==> config.mk <==
export PLATFORM = sky130hd
export DESIGN_NAME = spi_ctrl_tx
export DESIGN_NICKNAME = d
export VERILOG_FILES = /design/src/rtl/spi_ctrl_tx.sv
export SDC_FILE = /design/constraint.sdc
export NUM_CORES = 1
export LEC_CHECK = 0
export CORE_MARGIN = 3
export CORE_UTILIZATION = 35
export DETAILED_ROUTE_END_ITERATION = 8
export GPL_TIMING_DRIVEN = 0
export SYNTH_ARGS = -nofsm -noshare
export SYNTH_HDL_FRONTEND = slang
export SYNTH_SLANG_ARGS = --single-unit
export TNS_END_PERCENT = 20
==> constraint.sdc <==
create_clock -name clk -period 2.5 [get_ports clk]
set_input_delay 0.5 -clock clk [delete_from_list [all_inputs] [get_ports clk]]
set_output_delay 0.5 -clock clk [all_outputs]
set_load 0.02 [all_outputs]
==> src/rtl/spi_ctrl_tx.sv <==
// SPI mode-0 initiator that sends 16-bit frames {wr, addr[6:0], data[7:0]} MSB first.
// Define SPI_CTRL_READBACK_EN to add rnw/miso/rdata for register reads.
module spi_ctrl_tx #(
  parameter int CLK_DIV    = 4,
  parameter int GAP_CYCLES = 4
) (
  input  logic       clk,
  input  logic       rst_n,
  input  logic       start,
  input  logic [6:0] addr,
  input  logic [7:0] wdata,
`ifdef SPI_CTRL_READBACK_EN
  input  logic       miso,
  input  logic       rnw,
  output logic [7:0] rdata,
`endif
  output logic       busy,
  output logic       done,
  output logic       sclk,
  output logic       cs_n,
  output logic       mosi
);

  // state | meaning
  // IDLE  | waiting for start, all pins idle
  // LEAD  | cs_n low, first bit on mosi, sclk held low for CLK_DIV cycles
  // SHIFT | sclk toggles every CLK_DIV cycles, 16 rising edges
  // TRAIL | sclk low, cs_n still low for CLK_DIV cycles
  // GAP   | cs_n high for GAP_CYCLES cycles before done
  typedef enum logic [2:0] {
    S_IDLE,
    S_LEAD,
    S_SHIFT,
    S_TRAIL,
    S_GAP
  } state_t;

  localparam logic [7:0] DIV_TC = 8'(CLK_DIV - 1);
  localparam logic [7:0] GAP_TC = 8'(GAP_CYCLES - 1);

  state_t      state;
  logic [7:0]  div_cnt;
  logic [4:0]  bit_cnt;
  logic [14:0] shift_q;   // frame bits 14..0; bit 15 goes straight to mosi on accept
  logic        div_tc;
  logic        gap_tc;
  logic        wr_flag;

  assign div_tc = (div_cnt == DIV_TC);
  assign gap_tc = (div_cnt == GAP_TC);

`ifdef SPI_CTRL_READBACK_EN
  logic       rnw_q;
  logic [7:0] rx_q;
  assign wr_flag = ~rnw;
`else
  assign wr_flag = 1'b1;
`endif

  always_ff @(posedge clk or negedge rst_n) begin
    if (!rst_n) begin
      state   <= S_IDLE;
      div_cnt <= 8'd0;
      bit_cnt <= 5'd0;
      shift_q <= 15'd0;
      busy    <= 1'b0;
      done    <= 1'b0;
      sclk    <= 1'b0;
      cs_n    <= 1'b1;
      mosi    <= 1'b0;
`ifdef SPI_CTRL_READBACK_EN
      rnw_q   <= 1'b0;
      rx_q    <= 8'd0;
      rdata   <= 8'd0;
`endif
    end else begin
      done <= 1'b0;
      case (state)
        S_IDLE: begin
          div_cnt <= 8'd0;
          bit_cnt <= 5'd0;
          if (start) begin
            shift_q <= {addr, wdata};
            mosi    <= wr_flag;
            busy    <= 1'b1;
            cs_n    <= 1'b0;
            state   <= S_LEAD;
`ifdef SPI_CTRL_READBACK_EN
            rnw_q   <= rnw;
`endif
          end
        end

        // The lead-in terminal count produces the first sclk rise (k=0).
        S_LEAD: begin
          if (div_tc) begin
            div_cnt <= 8'd0;
            sclk    <= 1'b1;
            state   <= S_SHIFT;
          end else begin
            div_cnt <= div_cnt + 8'd1;
          end
        end

        S_SHIFT: begin
          if (div_tc) begin
            div_cnt <= 8'd0;
            sclk    <= ~sclk;
            if (sclk) begin
              bit_cnt <= bit_cnt + 5'd1;
              if (bit_cnt == 5'd15) begin
                mosi  <= 1'b0;
                state <= S_TRAIL;
              end else begin
                mosi    <= shift_q[14];
                shift_q <= {shift_q[13:0], 1'b0};
              end
            end
`ifdef SPI_CTRL_READBACK_EN
            else if (bit_cnt[3]) begin
              // bit_cnt equals the rise index here; rises 8..15 carry read data
              rx_q <= {rx_q[6:0], miso};
            end
`endif
          end else begin
            div_cnt <= div_cnt + 8'd1;
          end
        end

        S_TRAIL: begin
          if (div_tc) begin
            div_cnt <= 8'd0;
            cs_n    <= 1'b1;
            state   <= S_GAP;
          end else begin
            div_cnt <= div_cnt + 8'd1;
          end
        end

        S_GAP: begin
          if (gap_tc) begin
            div_cnt <= 8'd0;
            bit_cnt <= 5'd0;
            done    <= 1'b1;
            busy    <= 1'b0;
            state   <= S_IDLE;
`ifdef SPI_CTRL_READBACK_EN
            if (rnw_q) rdata <= rx_q;
`endif
          end else begin
            div_cnt <= div_cnt + 8'd1;
          end
        end

        default: begin
          state <= S_IDLE;
          busy  <= 1'b0;
          sclk  <= 1'b0;
          cs_n  <= 1'b1;
          mosi  <= 1'b0;
        end
      endcase
    end
  end

endmodule

layers.png
Drawn at 6 px/um.
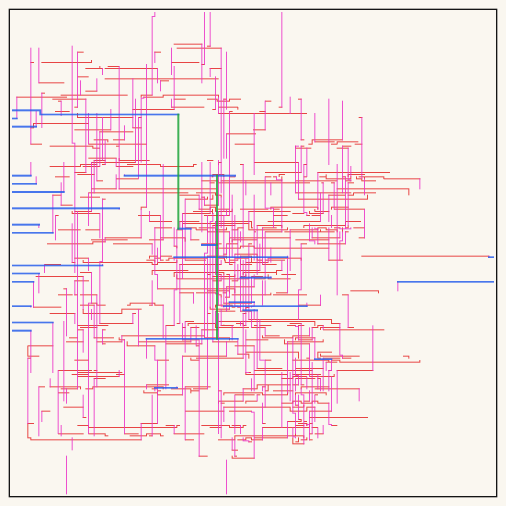
[green] M4 | wire length: 46.2 um
[blue] M3 | wire length: 218 um
[magenta] M2 | wire length: 1,760 um
[red] M1 | wire length: 1,730 um

util_map.png
Drawn at 4 px/um. 8 x 8 tiles, from white (low) to dark blue (high), 0 to 100% covered.
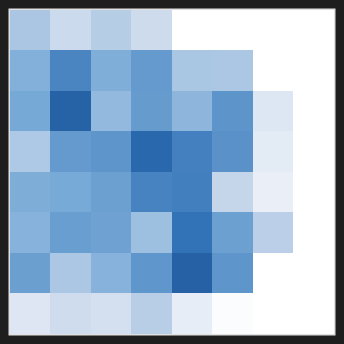
densest ninth of the die: center
fullest tile: 80%
mean over tiles: 35%

ff_map.png
Drawn at 6 px/um. Other sequential cells in the stronger gray, the rest of the logic in the fainter gray.
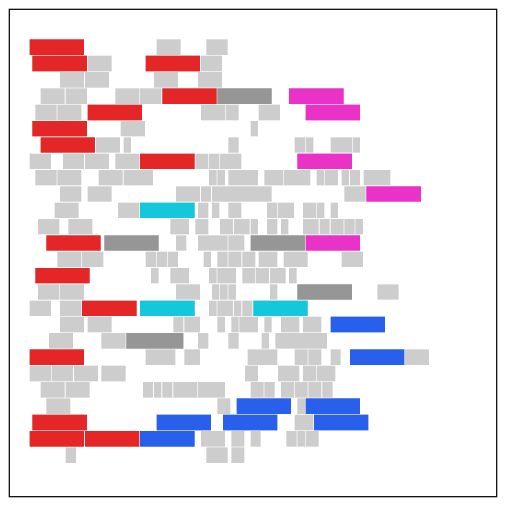
[magenta] `bit_cnt` | flops: 5
[cyan] `state` | flops: 3
[blue] `div_cnt` | flops: 8
[red] `shift_q` | flops: 15
not colored: 5

floorplan.png
Drawn at 4 px/um. Pins as bars on the die edge. Tap cells in gray.
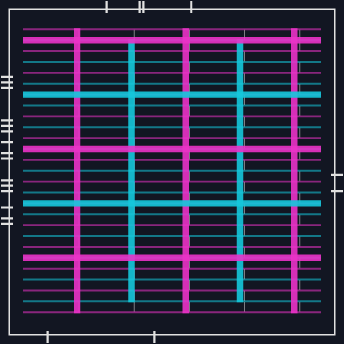
[cyan] VDD
[magenta] VSS
met5 straps: 5
tap cells: 70

clock_nets.png
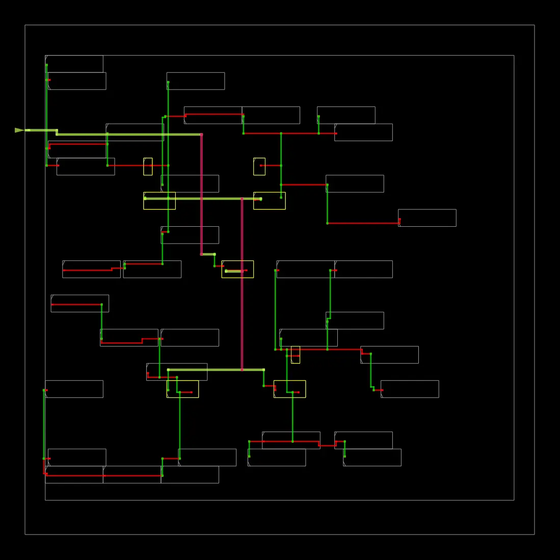
Clock group: 396 uW
clk_skew: 7.18 ps
clk sink count: 36
cts bufs inserted: 5

==> results.sh <==
# implementation run metrics
export IMPL_max_cap_violations=0
export IMPL_place_inst=269
export IMPL_dpl_cell_area_mm2=0.00227
export IMPL_common_cells="35 x dfrtp_1, 31 x mux2_2, 10 x inv_1"
export IMPL_rsz0062_at_grt="false"
export IMPL_netlist_area_mm2=0.00197
export IMPL_hold_viol=0
export IMPL_layout_top_cells="35 x dfrtp_1, 31 x mux2_2, 21 x clkdlybuf4s50_1"
export IMPL_crit_fanout=10
export IMPL_cts_tree="done"
export IMPL_status="finished clean"
export IMPL_r2r_start="bit_cnt[0]$_DFFE_PN0P_"
export IMPL_regArea_um2=902
export IMPL_critPathBufInv=1
export IMPL_antenna_cells=0
export IMPL_globalplace_congestion=0.776
export IMPL_crit_chain="ha_1, and3_1, ha_1, o41ai_4, buf_6, mux2_2"
export IMPL_fp_util=0.373
export IMPL_dominant_cells="logic gates"
export IMPL_wl_met2_um=1760
export IMPL_logic_gates=122
export IMPL_p_sw_frac=0.215
Power figures rest on the tool's default switching activity, not on a simulated workload.
